## src/rtl/dmem_arb_pkg.sv

```systemverilog
//==============================================================================
// Module   : dmem_arb_pkg
// Brief    : Shared types and constants for the data-memory arbiter.
// Revision : 1.0 - initial release
//==============================================================================
`timescale 1ns/1ps
`default_nettype none

package dmem_arb_pkg;

    // Arbiter ownership: core-priority arbitration or a locked host burst
    typedef enum logic [0:0] {
        ST_CORE = 1'b0,
        ST_HOST = 1'b1
    } arb_state_t;

    // Port-mux select encoding
    localparam logic PORT_CORE = 1'b0;
    localparam logic PORT_HOST = 1'b1;

    // Width of the core/host word address buses
    localparam int c_cpu_addr_w = 16;

    // Counter width needed to hold the value 'limit'
    function automatic int cnt_width(input int limit);
        return (limit < 1) ? 1 : $clog2(limit + 1);
    endfunction

endpackage

`default_nettype wire

```

## src/rtl/dmem_arbiter_sat_counter.sv

```systemverilog
//==============================================================================
// Module   : sat_counter
// Brief    : Up-counter with synchronous clear that sticks at LIMIT.
//            Clear has priority over increment.
// Revision : 1.0 - initial release
//==============================================================================
`timescale 1ns/1ps
`default_nettype none

module sat_counter #(
    parameter int WIDTH = 3,
    parameter int LIMIT = 4
) (
    input  logic             i_clk,
    input  logic             i_rst_n,
    input  logic             i_inc,
    input  logic             i_clr,
    output logic [WIDTH-1:0] o_count,
    output logic             o_sat
);

    localparam logic [WIDTH-1:0] c_limit = WIDTH'(LIMIT);

    logic [WIDTH-1:0] r_count;

    // Count up on request, hold at the limit, clear on demand
    always_ff @(posedge i_clk or negedge i_rst_n) begin
        if (!i_rst_n) begin
            r_count <= '0;
        end else if (i_clr) begin
            r_count <= '0;
        end else if (i_inc && (r_count != c_limit)) begin
            r_count <= r_count + WIDTH'(1);
        end
    end

    assign o_count = r_count;
    assign o_sat   = (r_count == c_limit);

endmodule

`default_nettype wire

```

## src/rtl/dmem_arbiter.sv

```systemverilog
//==============================================================================
// Module   : dmem_arbiter
// Brief    : Shares the single-port data memory between the core load/store
//            port and a host port. Core has priority; the host is protected
//            by an anti-starvation counter and may lock bounded bursts.
//            Grants are combinational, so no latency is added to the access.
// Revision : 1.0 - initial release
//==============================================================================
`timescale 1ns/1ps
`default_nettype none

module dmem_arbiter
    import dmem_arb_pkg::*;
#(
    parameter int P_WORD_LEN     = 16,
    parameter int P_ADDR_LEN     = 10,
    parameter int P_STARVE_LIMIT = 4,
    parameter int P_MAX_BURST    = 8
) (
    input  logic                    i_clk,
    input  logic                    i_rst_n,
    // core load/store port
    input  logic                    i_core_req,
    input  logic                    i_core_wr_en,
    input  logic [c_cpu_addr_w-1:0] i_core_addr,
    input  logic [P_WORD_LEN-1:0]   i_core_wr_data,
    output logic [P_WORD_LEN-1:0]   o_core_rd_data,
    output logic                    o_core_stall,
    // host port
    input  logic                    i_host_req,
    input  logic                    i_host_wr_en,
    input  logic                    i_host_lock,
    input  logic [c_cpu_addr_w-1:0] i_host_addr,
    input  logic [P_WORD_LEN-1:0]   i_host_wr_data,
    output logic                    o_host_gnt,
    output logic [P_WORD_LEN-1:0]   o_host_rd_data,
    // memory port
    output logic [P_ADDR_LEN-1:0]   o_mem_addr,
    output logic [P_WORD_LEN-1:0]   o_mem_wr_data,
    output logic                    o_mem_wr_en,
    input  logic [P_WORD_LEN-1:0]   i_mem_rd_data
);

    localparam int c_starve_w = cnt_width(P_STARVE_LIMIT);
    localparam int c_burst_w  = cnt_width(P_MAX_BURST);

    // Burst counter value before the beat that completes a maximal burst
    localparam logic [c_burst_w-1:0] c_burst_last = c_burst_w'(P_MAX_BURST - 1);

    // A one-beat burst limit means a lock never leaves core arbitration
    localparam bit c_burst_enable = (P_MAX_BURST > 1);

    arb_state_t r_state;
    arb_state_t w_state_nxt;

    logic                    w_core_gnt;
    logic                    w_host_gnt;
    logic                    w_any_gnt;
    logic                    w_burst_exit;

    logic [c_starve_w-1:0]   w_starve_cnt;
    logic                    w_starve_sat;
    logic                    w_starve_inc;
    logic                    w_starve_clr;

    logic [c_burst_w-1:0]    w_burst_cnt;
    logic                    w_burst_sat;
    logic                    w_burst_inc;
    logic                    w_burst_clr;

    logic                    w_sel;
    logic                    w_sel_wr;
    logic [c_cpu_addr_w-1:0] w_sel_addr;
    logic [P_WORD_LEN-1:0]   w_sel_wdata;
    logic                    w_mapped;

    // Starvation state only matters once saturated; the raw count is kept
    // for visibility in waveforms.
    logic w_unused;
    assign w_unused = ^w_starve_cnt;

    // Consecutive cycles a requesting host has been refused
    sat_counter #(
        .WIDTH (c_starve_w),
        .LIMIT (P_STARVE_LIMIT)
    ) u_starve_cnt (
        .i_clk   (i_clk),
        .i_rst_n (i_rst_n),
        .i_inc   (w_starve_inc),
        .i_clr   (w_starve_clr),
        .o_count (w_starve_cnt),
        .o_sat   (w_starve_sat)
    );

    // Beats performed in the current locked host burst
    sat_counter #(
        .WIDTH (c_burst_w),
        .LIMIT (P_MAX_BURST)
    ) u_burst_cnt (
        .i_clk   (i_clk),
        .i_rst_n (i_rst_n),
        .i_inc   (w_burst_inc),
        .i_clr   (w_burst_clr),
        .o_count (w_burst_cnt),
        .o_sat   (w_burst_sat)
    );

    // Ownership state register
    always_ff @(posedge i_clk or negedge i_rst_n) begin
        if (!i_rst_n) begin
            r_state <= ST_CORE;
        end else begin
            r_state <= w_state_nxt;
        end
    end

    // Grant decision, burst tracking and next ownership state
    always_comb begin
        w_state_nxt  = r_state;
        w_core_gnt   = 1'b0;
        w_host_gnt   = 1'b0;
        w_burst_inc  = 1'b0;
        w_burst_clr  = 1'b0;
        w_burst_exit = 1'b0;
        unique case (r_state)
            ST_CORE: begin
                // Core wins unless a waiting host has hit its starvation bound
                w_core_gnt = i_core_req && !(i_host_req && w_starve_sat);
                w_host_gnt = i_host_req && !w_core_gnt;
                if (c_burst_enable && w_host_gnt && i_host_lock) begin
                    // This beat is the first of the burst
                    w_state_nxt = ST_HOST;
                    w_burst_inc = 1'b1;
                end else begin
                    w_burst_clr = 1'b1;
                end
            end
            ST_HOST: begin
                w_host_gnt  = i_host_req;
                w_burst_inc = i_host_req;
                if (!i_host_req || !i_host_lock ||
                    (w_burst_cnt == c_burst_last) || w_burst_sat) begin
                    w_state_nxt  = ST_CORE;
                    w_burst_clr  = 1'b1;
                    w_burst_exit = 1'b1;
                end
            end
            default: begin
                w_state_nxt = ST_CORE;
                w_burst_clr = 1'b1;
            end
        endcase
    end

    // A refused host ages; any grant, withdrawal or burst end restarts it
    assign w_starve_inc = i_host_req && !w_host_gnt;
    assign w_starve_clr = !i_host_req || w_host_gnt || w_burst_exit;

    assign w_any_gnt = w_core_gnt || w_host_gnt;

    // Route the granted requester onto the memory port (core by default)
    always_comb begin
        w_sel       = w_host_gnt ? PORT_HOST : PORT_CORE;
        w_sel_wr    = i_core_wr_en;
        w_sel_addr  = i_core_addr;
        w_sel_wdata = i_core_wr_data;
        if (w_sel == PORT_HOST) begin
            w_sel_wr    = i_host_wr_en;
            w_sel_addr  = i_host_addr;
            w_sel_wdata = i_host_wr_data;
        end
    end

    // Words above the implemented range are unmapped: no write, reads as 0
    assign w_mapped = ((w_sel_addr >> P_ADDR_LEN) == '0);

    assign o_mem_addr     = w_any_gnt ? w_sel_addr[P_ADDR_LEN-1:0] : '0;
    assign o_mem_wr_data  = w_any_gnt ? w_sel_wdata : '0;
    assign o_mem_wr_en    = w_any_gnt && w_sel_wr && w_mapped;

    assign o_core_rd_data = (w_core_gnt && w_mapped) ? i_mem_rd_data : '0;
    assign o_host_rd_data = (w_host_gnt && w_mapped) ? i_mem_rd_data : '0;

    assign o_core_stall   = i_core_req && !w_core_gnt;
    assign o_host_gnt     = w_host_gnt;

endmodule

`default_nettype wire

```

## config.mk

```make
export PLATFORM = sky130hd
export DESIGN_NAME = dmem_arbiter
export DESIGN_NICKNAME = d
export VERILOG_FILES = /design/src/rtl/dmem_arb_pkg.sv /design/src/rtl/dmem_arbiter_sat_counter.sv /design/src/rtl/dmem_arbiter.sv
export SDC_FILE = /design/constraint.sdc
export NUM_CORES = 1
export LEC_CHECK = 0
export CAP_MARGIN = 10
export CORE_MARGIN = 2
export CORE_UTILIZATION = 23
export DETAILED_ROUTE_END_ITERATION = 10
export PLACE_DENSITY_LB_ADDON = 0.05
export REMOVE_ABC_BUFFERS = 1
export SLEW_MARGIN = 10
export SYNTH_ARGS = -nofsm -noshare
export SYNTH_HDL_FRONTEND = slang
export SYNTH_SLANG_ARGS = --single-unit
```

## constraint.sdc

```tcl
create_clock -name i_clk -period 1.9 [get_ports i_clk]
set_clock_uncertainty 0.2 [all_clocks]
set_input_delay 0.475 -clock i_clk [delete_from_list [all_inputs] [get_ports i_clk]]
set_output_delay 0.475 -clock i_clk [all_outputs]
set_load 0.05 [all_outputs]
```

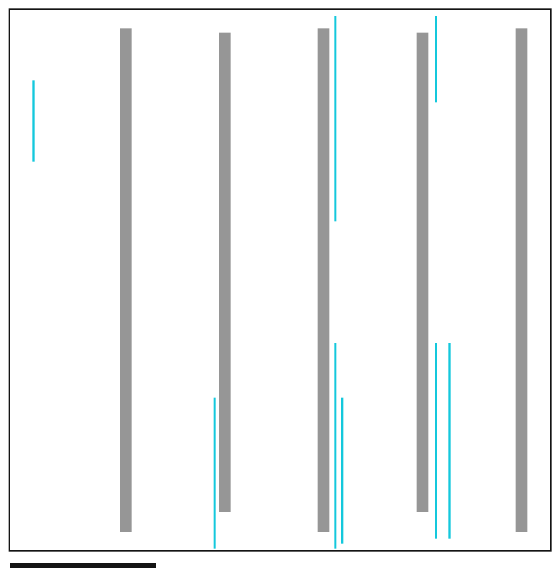
*Signal wires on met4*
Bar = 20 µm. Supply wires on this layer in grey.
wire length on this layer	171 µm
nets with wire on the layer	8
longest straight run	27.9 µm
final wirelength: 6330 µm
vias post-DR: 1,795

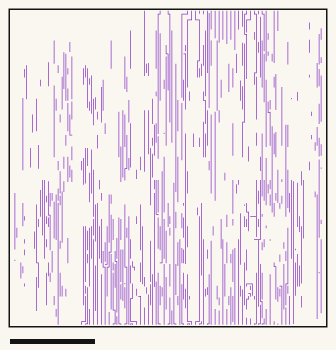
*Met2 routing*
Bar = 20 µm.
main direction	vertical
longest straight run	33.3 µm
nets with wire on the layer	367

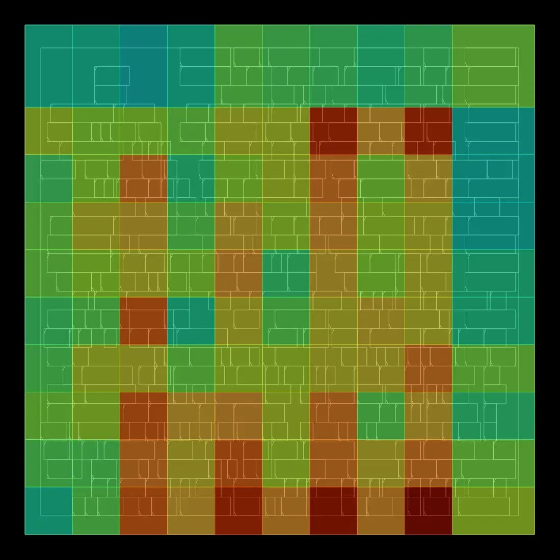
*Routing congestion*
Final Core Density: 0.774
met2 Resource Use GR: 0.373
GR Util met1: 0.240
met3 global-route usage: 0.0705
per-cell routed wire length: 15.6 µm

==> impl_metrics.json <==
{
  "cts_tree": "built",
  "hp-class": "input pin to async pin",
  "fp_util": 0.239,
  "dp_hpwl_um": 4910,
  "mux_area_frac": 0.00887,
  "rows": 25,
  "violations": "setup timing",
  "htreeDepth": 1,
  "status": "complete, but fails checks",
  "ys_types": 27,
  "overflow": 0,
  "path_class": "register to output pin",
  "topCombFamilyByArea": "simple AND/OR/NAND/NOR gates",
  "critPathLaunch": "u_starve_cnt.o_count[1]$_DFFE_PN0P_",
  "drcViolationCount": 0,
  "crit_path_max_fanout": 8,
  "syn_inst": 179,
  "arrival_ns": 1.67,
  "worst_slack_ns": -0.442,
  "clock_latency_ns": 0.22,
  "setup_viol_count_final": 61,
  "grt_pass1_vias": 1754,
  "seq_area_frac_synth": 0.177,
  "critPathLaunchType": "register"
}
## routing by layer
| metal | global-route usage | wire (µm) |
|---|---|---|
| met5 | 0 | 0 |
| met3 | 0.0705 | 617 |
| met1 | 0.240 | 2360 |
| met2 | 0.373 | 3180 |
| met4 | 0.0747 | 171 |
## critical path, stage by stage, from the launching register on
cell	delay (ns)
dfrtp_1	0.39
inv_2	0.07
ha_4	0.13
nand3_2	0.10
nand2_4	0.15
nor2_4	0.05
buf_6	0.11
buf_12	0.13
and2_4	0.17
buf_12	0.14
## layout make-up
type                       count  area (µm²)  share of cell area
inverter                       5        18.8             0.00514
sequential                     8         200              0.0548
clock buffer                   3        41.3              0.0113
multi-input combinational    154        1010               0.277
timing repair buffer         169        2300               0.629
tap                           67        83.8              0.0229
## power by group
group	leakage (nW)	total, mW	switching, mW	internal (mW)
clock network	0.0216	0.196	0.0590	0.136
registers	0.110	0.179	0.00340	0.176
logic	1.51	0.806	0.382	0.425
total	1.64	1.18	0.444	0.737
## state kept, by name, summed over array words and instances, names as in the netlist
register	cells
u_starve_cnt.o_count	3
r_state	1
u_burst_cnt.o_count	4
## logic make-up (layout without fill, tap and decap cells)
family,Yosys count,after routing
xor gates and xnor gates,3,3
DFF,8,8
muxes,1,1
buffers and inverters,17,177
AOI/OAI and AO/OA,6,6
adders and majority gates,4,4
and+or+nand+nor,140,140
## synthesized netlist by cell type
library cell	count	area (µm²)
ha_1	4	50.1
and3b_1	2	17.5
nand3_1	30	150
o2bb2a_1	1	10.0
and3_1	2	12.5
and2_1	19	119
o21ai_0	2	10.0
and2_2	15	113
a211oi_1	1	7.51
dfrtp_1	8	200
nor2b_4	1	13.8
nor2_2	1	6.26
buf_1	1	3.75
a21oi_1	1	5.00
buf_2	6	30.0
buf_6	2	22.5
buf_4	1	7.51
clkbuf_2	1	5.00
nor4_1	2	12.5
nor2_1	11	41.3
xnor2_1	2	17.5
mux2i_1	1	10.0
inv_1	5	18.8
clkbuf_1	1	3.75
xor2_1	1	8.76
a21boi_4	1	18.8
nand2_1	57	214
## timing repair
| action | in CTS | in global routing |
|---|---|---|
| hold buffers | 0 | 0 |
| endpoints found under the setup margin | 62 | 61 |
| buffers inserted | 4 | 1 |
| cloned | 2 | 0 |
| gates resized | 75 | 26 |
| pin swaps | 27 | 4 |
## worst min-delay path by stage
stage,end,startpoint,depth (start not counted),slack [ns]
floorplan,r_state$_DFF_PN0_,i_rst_n,0,-0.02
global placement,u_starve_cnt.o_count[0]$_DFFE_PN0P_,u_starve_cnt.o_count[0]$_DFFE_PN0P_,2,0.31
detailed placement,u_starve_cnt.o_count[0]$_DFFE_PN0P_,u_starve_cnt.o_count[0]$_DFFE_PN0P_,2,0.33
finish,u_starve_cnt.o_count[1]$_DFFE_PN0P_,i_rst_n,1,0.32
global route,u_starve_cnt.o_count[1]$_DFFE_PN0P_,i_rst_n,1,0.33
CTS,r_state$_DFF_PN0_,i_rst_n,1,0.32
No activity file was given, so power comes from the tool's default toggle rates.
